**config.mk**
```make
export PLATFORM = sky130hd
export DESIGN_NAME = vram_scanout_flat
export DESIGN_NICKNAME = d
export VERILOG_FILES = /design/src/rtl/video_pkg.sv /design/src/rtl/vram_scanout_if.sv /design/src/rtl/raster_counter.sv /design/src/rtl/vram_scanout.sv /design/src/flat_wrapper.sv
export SDC_FILE = /design/constraint.sdc
export NUM_CORES = 1
export LEC_CHECK = 0
export CAP_MARGIN = 20
export CORE_MARGIN = 4
export CORE_UTILIZATION = 33
export DETAILED_ROUTE_END_ITERATION = 8
export REMOVE_ABC_BUFFERS = 1
export SETUP_SLACK_MARGIN = 0.05
export SLEW_MARGIN = 20
export SYNTH_ARGS = -nofsm -noshare
export SYNTH_HDL_FRONTEND = slang
export SYNTH_HIERARCHICAL = 1
export SYNTH_SLANG_ARGS = --single-unit
```
**constraint.sdc**
```tcl
create_clock -name clk -period 1.7 [get_ports clk]
set_input_delay 0.255 -clock clk [delete_from_list [all_inputs] [get_ports clk]]
set_output_delay 0.255 -clock clk [all_outputs]
set_load 0.02 [all_outputs]
```
**src/rtl/video_pkg.sv**
```systemverilog
// Shared timing defaults, colour codes and VRAM geometry for the video
// scanout path, plus the cabinet-overlay colour lookup.
package video_pkg;

  localparam int H_ACTIVE_DEF    = 256;
  localparam int H_TOTAL_DEF     = 320;
  localparam int HSYNC_START_DEF = 272;
  localparam int HSYNC_END_DEF   = 304;
  localparam int V_ACTIVE_DEF    = 224;
  localparam int V_TOTAL_DEF     = 262;
  localparam int VSYNC_START_DEF = 234;
  localparam int VSYNC_END_DEF   = 237;
  localparam int MID_LINE_DEF    = 96;
  localparam int VRAM_AW_DEF     = 13;

  localparam int BYTES_PER_LINE  = 32;

  localparam logic [2:0] COL_BLACK = 3'b000;
  localparam logic [2:0] COL_WHITE = 3'b111;
  localparam logic [2:0] COL_GREEN = 3'b010;
  localparam logic [2:0] COL_RED   = 3'b100;

  // Gel bands, in native (unrotated) coordinates.
  localparam int OVL_LEFT_END    = 16;
  localparam int OVL_LEFT_Y_LO   = 16;
  localparam int OVL_LEFT_Y_HI   = 134;
  localparam int OVL_GREEN_END   = 72;
  localparam int OVL_RED_START   = 192;
  localparam int OVL_RED_END     = 224;

  // Colour of a lit pixel at (x, y) seen through the cabinet gel.
  function automatic logic [2:0] overlay_colour(input int unsigned x,
                                                input int unsigned y);
    if (x < OVL_LEFT_END)
      return (y < OVL_LEFT_Y_LO || y >= OVL_LEFT_Y_HI) ? COL_WHITE : COL_GREEN;
    if (x < OVL_GREEN_END)
      return COL_GREEN;
    if (x >= OVL_RED_START && x < OVL_RED_END)
      return COL_RED;
    return COL_WHITE;
  endfunction

endpackage

```
**src/rtl/vram_scanout_if.sv**
```systemverilog
// Read-only VRAM port used by the scanout stage: address out, data back in
// the same cycle (combinational RAM read).
interface vram_scanout_if #(
  parameter int ADDR_WIDTH = 13
);
  logic [ADDR_WIDTH-1:0] vram_addr;
  logic [7:0]            vram_data;

  modport master (output vram_addr, input  vram_data);
  modport slave  (input  vram_addr, output vram_data);
endinterface

```
**src/rtl/raster_counter.sv**
```systemverilog
// Beam position counter (x within line, y within frame) advanced by pix_ce,
// with combinational decode of active area and sync windows.
module raster_counter
  import video_pkg::*;
#(
  parameter int H_ACTIVE    = H_ACTIVE_DEF,
  parameter int H_TOTAL     = H_TOTAL_DEF,
  parameter int HSYNC_START = HSYNC_START_DEF,
  parameter int HSYNC_END   = HSYNC_END_DEF,
  parameter int V_ACTIVE    = V_ACTIVE_DEF,
  parameter int V_TOTAL     = V_TOTAL_DEF,
  parameter int VSYNC_START = VSYNC_START_DEF,
  parameter int VSYNC_END   = VSYNC_END_DEF,
  localparam int XW = $clog2(H_TOTAL),
  localparam int YW = $clog2(V_TOTAL)
) (
  input  logic          clk,
  input  logic          rst,
  input  logic          pix_ce,
  output logic [XW-1:0] x,
  output logic [YW-1:0] y,
  output logic          active,
  output logic          hsync_c,
  output logic          vsync_c
);

  logic x_last;
  logic y_last;

  assign x_last = (x == XW'(H_TOTAL - 1));
  assign y_last = (y == YW'(V_TOTAL - 1));

  // NOTE: state registers use non-blocking (<=) so every flop samples the
  // pre-edge values; blocking here would make x and y race each other.
  always_ff @(posedge clk) begin
    if (rst) begin
      x <= '0;
      y <= '0;
    end else if (pix_ce) begin
      if (x_last) begin
        x <= '0;
        y <= y_last ? '0 : y + YW'(1);
      end else begin
        x <= x + XW'(1);
      end
    end
  end

  assign active  = (x < XW'(H_ACTIVE)) && (y < YW'(V_ACTIVE));
  assign hsync_c = (x >= XW'(HSYNC_START)) && (x < XW'(HSYNC_END));
  assign vsync_c = (y >= YW'(VSYNC_START)) && (y < YW'(VSYNC_END));

endmodule

```
**src/rtl/vram_scanout.sv**
```systemverilog
// 1-bpp framebuffer scanout: fetches VRAM bytes, serialises them LSB-first,
// emits registered raster timing and mid-screen / vblank interrupt pulses.
// Build option: define SCANOUT_OVERLAY_EN to colour pixel_rgb with the
// cabinet gel overlay; otherwise pixel_rgb is the pixel replicated.
module vram_scanout
  import video_pkg::*;
#(
  parameter int H_ACTIVE        = H_ACTIVE_DEF,
  parameter int H_TOTAL         = H_TOTAL_DEF,
  parameter int HSYNC_START     = HSYNC_START_DEF,
  parameter int HSYNC_END       = HSYNC_END_DEF,
  parameter int V_ACTIVE        = V_ACTIVE_DEF,
  parameter int V_TOTAL         = V_TOTAL_DEF,
  parameter int VSYNC_START     = VSYNC_START_DEF,
  parameter int VSYNC_END       = VSYNC_END_DEF,
  parameter int MID_LINE        = MID_LINE_DEF,
  parameter int VRAM_ADDR_WIDTH = VRAM_AW_DEF
) (
  input  logic                 clk,
  input  logic                 rst,
  input  logic                 pix_ce,
  vram_scanout_if.master       vram,
  output logic                 pixel,
  output logic [2:0]           pixel_rgb,
  output logic                 de,
  output logic                 hsync,
  output logic                 vsync,
  output logic                 irq_mid,
  output logic                 irq_vblank
);

  localparam int XW = $clog2(H_TOTAL);
  localparam int YW = $clog2(V_TOTAL);

  logic [XW-1:0] x;
  logic [YW-1:0] y;
  logic          active;
  logic          hsync_c;
  logic          vsync_c;

  raster_counter #(
    .H_ACTIVE    (H_ACTIVE),
    .H_TOTAL     (H_TOTAL),
    .HSYNC_START (HSYNC_START),
    .HSYNC_END   (HSYNC_END),
    .V_ACTIVE    (V_ACTIVE),
    .V_TOTAL     (V_TOTAL),
    .VSYNC_START (VSYNC_START),
    .VSYNC_END   (VSYNC_END)
  ) u_raster (
    .clk     (clk),
    .rst     (rst),
    .pix_ce  (pix_ce),
    .x       (x),
    .y       (y),
    .active  (active),
    .hsync_c (hsync_c),
    .vsync_c (vsync_c)
  );

  // Byte address = line * 32 + byte-within-line; held at 0 during blanking.
  logic [12:0] addr_full;
  assign addr_full     = {y[7:0], 5'b0_0000} + 13'(x[7:3]);
  assign vram.vram_addr = active ? VRAM_ADDR_WIDTH'(addr_full) : '0;

  logic [7:0] shreg;
  logic [7:0] shreg_next;
  logic       pix_next;
  logic [2:0] rgb_next;

  // NOTE: every signal driven here gets a default first, so no path leaves
  // it unassigned and no latch is inferred.
  always_comb begin
    pix_next   = 1'b0;
    shreg_next = shreg;
    if (active) begin
      if (x[2:0] == 3'd0) begin
        pix_next   = vram.vram_data[0];
        shreg_next = {1'b0, vram.vram_data[7:1]};
      end else begin
        pix_next   = shreg[0];
        shreg_next = {1'b0, shreg[7:1]};
      end
    end
  end

`ifdef SCANOUT_OVERLAY_EN
  always_comb begin
    rgb_next = pix_next ? overlay_colour(32'(x), 32'(y)) : COL_BLACK;
  end
`else
  always_comb begin
    rgb_next = {3{pix_next}};
  end
`endif

  // Everything registered advances on the pixel tick, one tick behind the
  // counters, so syncs, de and pixel stay mutually aligned. The irq pulses
  // are cleared on every clk so they last exactly one cycle.
  always_ff @(posedge clk) begin
    if (rst) begin
      shreg      <= '0;
      pixel      <= 1'b0;
      pixel_rgb  <= COL_BLACK;
      de         <= 1'b0;
      hsync      <= 1'b0;
      vsync      <= 1'b0;
      irq_mid    <= 1'b0;
      irq_vblank <= 1'b0;
    end else begin
      irq_mid    <= 1'b0;
      irq_vblank <= 1'b0;
      if (pix_ce) begin
        shreg      <= shreg_next;
        pixel      <= pix_next;
        pixel_rgb  <= rgb_next;
        de         <= active;
        hsync      <= hsync_c;
        vsync      <= vsync_c;
        irq_mid    <= (x == '0) && (y == YW'(MID_LINE));
        irq_vblank <= (x == '0) && (y == YW'(V_ACTIVE));
      end
    end
  end

endmodule
```
**src/flat_wrapper.sv**
```systemverilog
// flat-port wrapper written by rule: the top's interface ports become plain ports
module vram_scanout_flat import video_pkg::*;
#(
  parameter int H_ACTIVE        = H_ACTIVE_DEF,
  parameter int H_TOTAL         = H_TOTAL_DEF,
  parameter int HSYNC_START     = HSYNC_START_DEF,
  parameter int HSYNC_END       = HSYNC_END_DEF,
  parameter int V_ACTIVE        = V_ACTIVE_DEF,
  parameter int V_TOTAL         = V_TOTAL_DEF,
  parameter int VSYNC_START     = VSYNC_START_DEF,
  parameter int VSYNC_END       = VSYNC_END_DEF,
  parameter int MID_LINE        = MID_LINE_DEF,
  parameter int VRAM_ADDR_WIDTH = VRAM_AW_DEF
)
  (clk, rst, pix_ce, pixel, pixel_rgb, de, hsync, vsync, irq_mid, irq_vblank, vram_vram_addr, vram_vram_data);
  vram_scanout_if vram_i ();
  input  logic clk;
  input  logic rst;
  input  logic pix_ce;
  output logic pixel;
  output logic [2:0] pixel_rgb;
  output logic de;
  output logic hsync;
  output logic vsync;
  output logic irq_mid;
  output logic irq_vblank;
  output wire logic [$bits(vram_i.vram_addr)-1:0] vram_vram_addr;
  input wire logic [$bits(vram_i.vram_data)-1:0] vram_vram_data;
  assign vram_vram_addr = vram_i.vram_addr;
  assign vram_i.vram_data = vram_vram_data;
  vram_scanout #(.H_ACTIVE(H_ACTIVE), .H_TOTAL(H_TOTAL), .HSYNC_START(HSYNC_START), .HSYNC_END(HSYNC_END), .V_ACTIVE(V_ACTIVE), .V_TOTAL(V_TOTAL), .VSYNC_START(VSYNC_START), .VSYNC_END(VSYNC_END), .MID_LINE(MID_LINE), .VRAM_ADDR_WIDTH(VRAM_ADDR_WIDTH)) u_core (.clk(clk), .rst(rst), .pix_ce(pix_ce), .vram(vram_i), .pixel(pixel), .pixel_rgb(pixel_rgb), .de(de), .hsync(hsync), .vsync(vsync), .irq_mid(irq_mid), .irq_vblank(irq_vblank));
endmodule
```
run_1/class_map.png
Bar = 20 um.
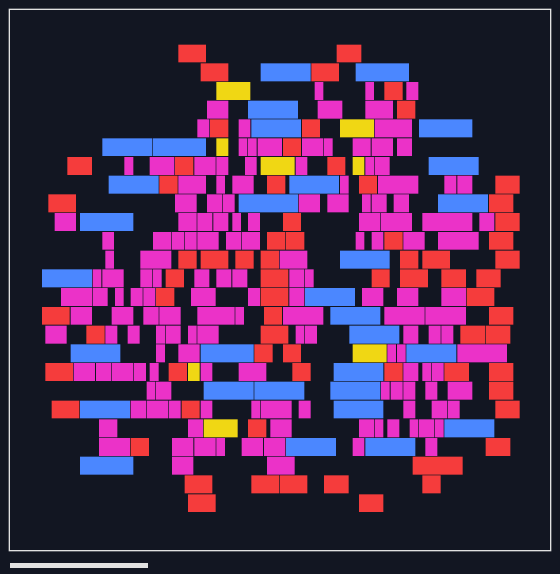
Red marks remaining buffers and delay cells, cells 70, share of their area 26%. Yellow marks clock drivers and dummy loads, cells 8, share of their area 3.4%. Blue marks registers, cells 31, share of their area 26%. Magenta marks remaining logic cells, cells 156, share of their area 45%.
summed area of non-filler cells in the final layout: 2560 um^2
placeable core region: 4750 um^2
standard-cell row count: 25
end-of-flow core utilization: 53.8%
sequential cell area share: 24.7%

run_1/layers.png
Bar = 20 um. Only two layers are drawn.
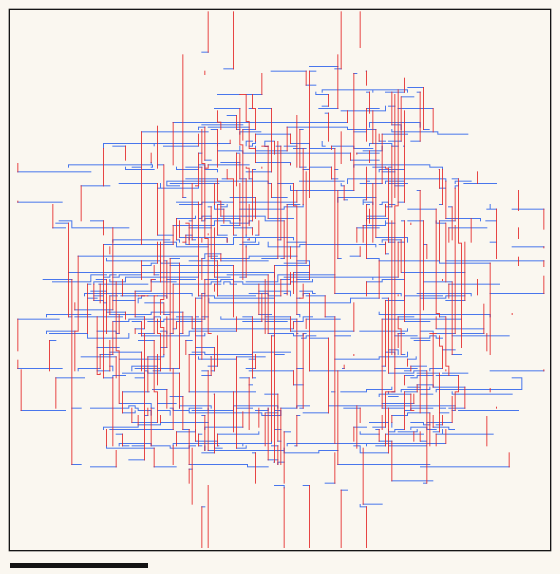
Red marks M2, wire length 2050 um. Blue marks M1, wire length 2130 um.
Overall Global Routing Usage: 15.1%
routed wire length: 4.51 mm
post-DR wirelength/cell: 13.6 um
routed vias: 1681

run_1/clock_wires.png
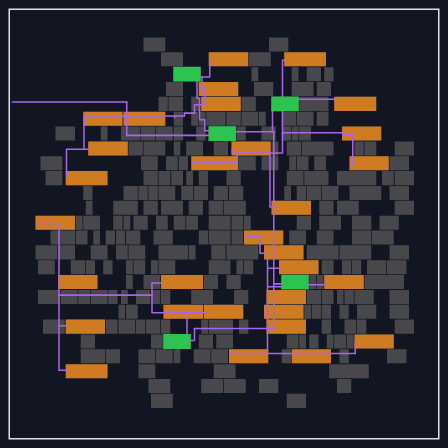
Purple marks clock wires, length 404 um. Orange marks flip-flops, count 31. Green marks clock-net drivers, count 5.
There are 6 routed clock nets.
clock latency at the later pin of the worst-skew pair: 0.28 ns
clock group total power: 551 uW

==> notes.md, run 1 <==
- 2230 um^2 — area after detailed placement
- 0 — number of hold violations in the final report
- 31 — CTS sink count
- 31 — register bit count reported by yosys
- 0% — share of flip-flops with an asynchronous set or reset after synthesis
- flop to flop — worst setup path class
- 467 — number of filler instances in the final layout
- 2 — number of H-tree levels
- true — RSZ-0062 raised after global routing
- -0.0698 ns — fin worst setup slack
- 0.233 mV — worst ir drop on vdd
- 0 — antenna diode instance count
- 0.460 ns — worst hold margin
- 6150 um^2 — die area
- 2.30% — Synth Area in Adders
- 0 — number of enable flip-flop cells
- -0.225 ns — Post-Place Worst Slack
- 6 — Yosys warnings
- or4_4 — Crit-path slowest cell
- 78.4 um — vertical die dimension
- flop to flop — Tightest Hold Check Type
- dfxtp_1 — flip-flop cell with the highest count after synthesis
- 198 — Cells after Synth
- 632 um^2 — Reg area
- 48.7% — share of power burned in registers
- 4 — first-pass detailed-route iteration total
- 565 MHz — highest attainable clock frequency
- 5.06 — routed via count divided by cell count
- 0 — GR Overflow Total
- 2.52% — share of synthesized area spent on multiplexers
- 424 uW — Net Switching
- 34.8% — clock power share
- 0 — antenna violations before repair
- 37.0% — post-synthesis simple-gate area fraction
- clkbuf_8 — cell at the root of the clock tree
- 0 — post-route ant nets
- 32 — number of buffers inserted by port buffering
- 0.810 — routability congestion estimate
- 1.92 ns — worst path required time
- 26.8% — switching power share of the total
- 0 — CTS Hold Buffers Added
- 87 — Iter 0 DRT Violations
- 4 — maximum fanout count along the critical path
- 0 — MaxCap Viol Count
- 1.77 ns — clock period minus worst slack
- 1640 um^2 — Chip Area, Yosys
- 3.05 mm — DP HPWL
- 38.5% — fraction of final layout cells sized beyond drive strength 1
- 1640 um^2 — total standard cell area after synthesis
- buf_4, dfxtp_1, clkdlybuf4s50_1 — commonest non-fill, non-tap cells in the layout
- 0 — worst path bufs/invs
- 56.3% — post-synthesis to final-layout area growth
- complete, but fails checks — outcome
- flop — nature of the critical path startpoint
- 3.21% — xor/xnor share of the synthesized area
- 4 — R2R cell count
- 198 — cell count listed in synth_stat.txt
- 0 — # DRC
- 8.26 um^2 — synthesized area divided by synthesized cell count
- u_core/u_raster/x[8]$_SDFFE_PP0P_ — crit path launch
- 72.0% — Max-slew headroom
- 1 — total of endpoints with negative setup slack in the final report
- 34.4% — initial standard-cell utilization of the core
- 1525 — vias in the first global route
- buf_4 — most numerous logic cell after layout
- yes — TritonCTS clock tree
- 38 — count of cell types in the netlist
- negative setup slack — violated checks
- simple AND/OR/NAND/NOR gates — kind of cell adding the most delay to the critical path
- u_core/u_raster/y[7]$_SDFFE_PP0P_ — reg2reg end
- flop — kind of capture point of the worst setup path
- 1160 uW — Internal
run 1: cell type report:
type	count	area share, %
timing repair buffer	70	25.6
multi-input combinational	148	42.0
clock inverter	3	0.587
tap	67	3.28
inverter	8	1.17
sequential	31	24.7
clock buffer	5	2.69
run 1: cells in the mapped netlist, drive strengths merged, types with 3 or more instances:
cell type | n | area share [%]
a21oi | 13 | 4.0
and2 | 14 | 5.4
buf | 7 | 3.3
clkbuf | 5 | 1.1
dfxtp | 31 | 38
ha | 3 | 2.3
inv | 8 | 1.8
mux2i | 3 | 1.8
nand2 | 12 | 2.9
nand2b | 3 | 1.1
nand3 | 6 | 1.8
nand4 | 4 | 1.5
nor2 | 15 | 3.4
nor3 | 22 | 7.4
nor4 | 10 | 3.8
o21ai | 3 | 0.92
o31ai | 4 | 1.8
o32ai | 5 | 3.1
or3 | 8 | 3.1
xnor2 | 3 | 1.6
xor2 | 3 | 1.6
run 1: power by group through the flow:
stage,sequential [uW],clock (uW),combinational [uW]
floorplan,799,0,81.5
global placement,784,0,208
detailed placement,784,0,206
CTS,767,578,236
global route,773,624,280
finish,770,551,261
run 1: tightest hold or removal path, stage by stage, from the launching register on:
cell and delay, ns:
dfxtp_1 0.31, nand2_1 0.05, a21oi_1 0.05
run 1: repair_timing:
action                                  CTS  global route
cloned                                    1             1
endpoints found under the hold margin     0             0
resized                                 107            24
setup buffers                             3             2
endpoints found under the setup margin   22            30
pin swaps                                 5             8
run 1: cells by family (layout without fill, tap and decap cells):
group,after synthesis,after routing
DFF,31,31
AOI/OAI and AO/OA,27,27
and+or+nand+nor,107,108
adders and majority gates,3,3
buffers and inverters,20,86
xor gates and xnor gates,6,6
muxes,4,4
run 1: state kept, by name, summed over array words and instances, names as in the netlist:
signal,flops
u_core/shreg,7
u_core/hsync,1
u_core/vsync,1
u_core/u_raster/y,9
u_core/irq_vblank,1
u_core/irq_mid,1
u_core/pixel_rgb,1
u_core/de,1
u_core/u_raster/x,9
run 1: per-layer routing:
| metal | wire length [um] | track usage [%] | part of all wire (%) | up-vias |
|---|---|---|---|---|
| li1 | - | - | - | 848 |
| met1 | 2130 | 21.1 | 47 | 775 |
| met2 | 2050 | 22.7 | 45 | 51 |
| met3 | 251 | 4.24 | 5.6 | 7 |
| met4 | 79 | 4.37 | 1.8 | 0 |
| met5 | 0 | 0 | 0 | - |
run 1: per-stage QoR:
| step | setup TNS, ns | cells | power, uW | utilization (%) |
|---|---|---|---|---|
| 4_1_cts | -0.0987 | 330 | 1580 | 51.5 |
| 6_report | -0.0698 | 332 | 1580 | 53.8 |
| 3_3_place_gp | -2.37 | 318 | 991 | 46.8 |
| 5_1_grt | -0.399 | 332 | 1680 | 53.8 |
| 3_5_place_dp | -2.95 | 318 | 991 | 46.8 |
| 2_1_floorplan | -0.796 | 186 | 881 | - |
==> run 2, diff against run 1 <==
Settings changed: CTS_CLUSTER_DIAMETER from default to 150, TNS_END_PERCENT from default to 100.
run_2/floorplan.png
Bar = 20 um. Pins as bars on the die edge. Tap cells in gray.
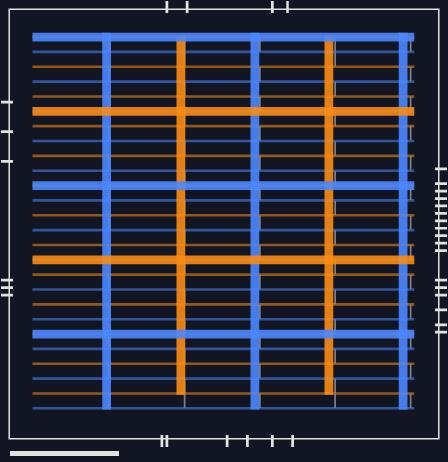
Blue marks VSS. Orange marks VDD.
26 met1 rails follow the rows. 33 signal pins sit on the boundary. 67 tap cells. 5 straps on met5.
worst ir drop on vdd: 0.233 mV
horizontal extent of the die: 78.4 um

==> notes.md, run 2 <==
- complete, but fails checks — outcome
- negative setup slack — violated checks
- 72.0% — Max-slew headroom
- 0 — antenna diode instance count
- 4.51 mm — routed wire length
- 0 — # DRC
- -0.0698 ns — Sum Neg Setup Slack
- flop — nature of the critical path startpoint
- 1.92 ns — worst path required time
- 0.28 ns — clock latency at the later pin of the worst-skew pair
- flop to flop — Tightest Hold Check Type
- -0.0698 ns — fin worst setup slack
- 2 — number of H-tree levels
- 198 — cell count listed in synth_stat.txt
- 4 — first-pass detailed-route iteration total
- 0% — share of flip-flops with an asynchronous set or reset after synthesis
- 467 — number of filler instances in the final layout
- 37.9% — sequential cell area fraction in the yosys report
- 4 — maximum fanout count along the critical path
- yes — TritonCTS clock tree
- dfxtp_1 — flip-flop cell with the highest count after synthesis
- 5.06 — routed via count divided by cell count
- 32 — number of buffers inserted by port buffering
- 0 — GR Overflow Total
- 33 — num ports
- or4_4 — Crit-path slowest cell
- u_core/u_raster/x[8]$_SDFFE_PP0P_ — crit path launch
- 1 — total of endpoints with negative setup slack in the final report
- 1681 — routed vias
- u_core/u_raster/x: 9 flops, u_core/u_raster/y: 9 flops, u_core/shreg: 7 flops — top flop regs
- clkbuf_8 — cell at the root of the clock tree
- 26.8% — switching power share of the total
- 0 — number of hold violations in the final report
- 0 — antenna violations before repair
- dfxtp_1 — Synth top cell by count
- 104% — final period utilization
- 0 — number of enable flip-flop cells
- 53.8% — end-of-flow core utilization
- 1525 — vias in the first global route
- 37.9% — area share of the largest cell type after synthesis
- 87 — Iter 0 DRT Violations
- or3b_4, or3_4, or4_4, a21oi_2 — cell breakdown of the critical path
- 0.000955 uW — leakage power figure
- true — RSZ-0062 raised after global routing
- 38 — count of cell types in the netlist
- 4750 um^2 — placeable core region
- 34.4% — initial standard-cell utilization of the core
- 0 — MaxCap Viol Count
- 1160 uW — Internal
- 1640 um^2 — total standard cell area after synthesis
- -0.225 ns — Post-Place Worst Slack
- 0 — post-route ant nets
- 15.1% — Overall Global Routing Usage
- 3.05 mm — DP HPWL
- 6 — Yosys warnings
- 25 — standard-cell row count
- 7.45 mm — first-pass GRT wire length
- 38.5% — fraction of final layout cells sized beyond drive strength 1
- dfxtp_1, nor3_1, and2_1 — leading post-synthesis cells by cell area
- 48.7% — share of power burned in registers
- 2 — Max Buffers Root-to-Sink
- 5 — number of buffers inserted during clock tree synthesis
- 619 nW/um^2 — Pwr per Cell Area
- 0 — worst path bufs/invs
- dfxtp_1, nor3_1, nor2_1, and2_1, a21oi_1 — top cells by count
- 1.77 ns — clock period minus worst slack
- 6150 um^2 — die area
- 56.3% — post-synthesis to final-layout area growth
- 198 — Cells after Synth
- flop — kind of capture point of the worst setup path
- 1640 um^2 — Chip Area, Yosys
- dfxtp_1 — dominant cell type by area after synthesis
- 23 — maximum number of pins on one net before global-route repair
- 565 MHz — highest attainable clock frequency
- flop to flop — worst setup path class
- 0.07 ns — clock transition at the register clock pins on the worst setup and hold paths after CTS
- 424 uW — Net Switching
- 31 — CTS sink count
- 31 — register bit count reported by yosys
- buf_4, dfxtp_1, clkdlybuf4s50_1 — commonest non-fill, non-tap cells in the layout
- buf_4 — most numerous logic cell after layout
- simple AND/OR/NAND/NOR gates — kind of cell adding the most delay to the critical path
- 8.26 um^2 — synthesized area divided by synthesized cell count
- 0.810 — routability congestion estimate
- 13.6 um — post-DR wirelength/cell
- 0 — max-slew violation count
- 0.49 ns — critical path's largest stage delay
run_2/clock_wires.png
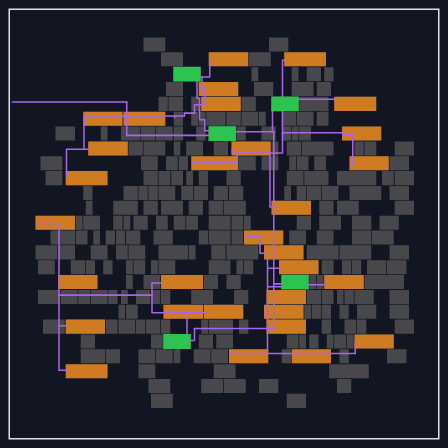
Orange marks flip-flops, count 31. Purple marks clock wires, length 404 um. Green marks clock-net drivers, count 5.
There are 6 routed clock nets.
clock power share: 34.8%
worst-case clock skew: 0.00633 ns

[run 2: cell type report]
cell class	count	area (um^2)	share of cell area [%]
well taps	67	83.8	3.28
clock buffers	5	68.8	2.69
repair buffers	70	653	25.6
clock inverters	3	15.0	0.587
inverters	8	30.0	1.17
flip-flops and latches	31	632	24.7
multi-input cells	148	1070	42.0
[run 2: through the flow]
stage	hold WS [ns]	std cells	instance area [um^2]	total power (uW)
detailed placement	0.452	318	2230	991
floorplan	0.324	186	1560	881
finish	0.460	332	2560	1580
global placement	0.450	318	2230	991
CTS	0.463	330	2450	1580
global route	0.507	332	2560	1680
[run 2: worst paths after layout]
path	endpoint	slack, ns	cells past startpoint
worst min register to register	u_core/shreg[6]$_SDFFE_PP0P_	0.46	2
worst max register to register	u_core/u_raster/y[7]$_SDFFE_PP0P_	-0.07	4
worst min-delay path	u_core/shreg[6]$_SDFFE_PP0P_	0.46	2
worst max-delay path	u_core/u_raster/y[7]$_SDFFE_PP0P_	-0.07	4
[run 2: logic make-up after synthesis]
group | count (synthesis) | synth area share (%)
mux | 4 | 2.52
xor+xnor | 6 | 3.21
compound gates | 27 | 10.8
buf+inv | 20 | 6.27
flops | 31 | 37.9
fa+ha+maj | 3 | 2.30
simple gates | 107 | 37.0
[run 2: power by group through the flow]
stage | Combinational, uW | Sequential (uW) | Clock (uW)
after global placement | 208 | 784 | 0
after CTS | 236 | 767 | 578
after global routing | 280 | 773 | 624
after detailed placement | 206 | 784 | 0
final | 261 | 770 | 551
after floorplan | 81.5 | 799 | 0
[run 2: layer usage]
layer | up-vias | share of wire (%) | GRT usage (%)
li1 | 848 | - | -
met1 | 775 | 47 | 21.1
met2 | 51 | 45 | 22.7
met3 | 7 | 5.6 | 4.24
met4 | 0 | 1.8 | 4.37
met5 | - | 0 | 0
[run 2: tightest hold or removal path, cell delays in order, from the launching register on]
cell     delay [ns]
dfxtp_1        0.31
nand2_1        0.05
a21oi_1        0.05
[run 2: what timing repair did]
item / CTS / global route
hold buffers: 0 / 0
setup endpoints to repair: 22 / 30
cloned: 1 / 1
buffers inserted: 3 / 2
pin swaps: 5 / 8
resized: 107 / 24
No activity file was given, so power comes from the tool's default toggle rates.
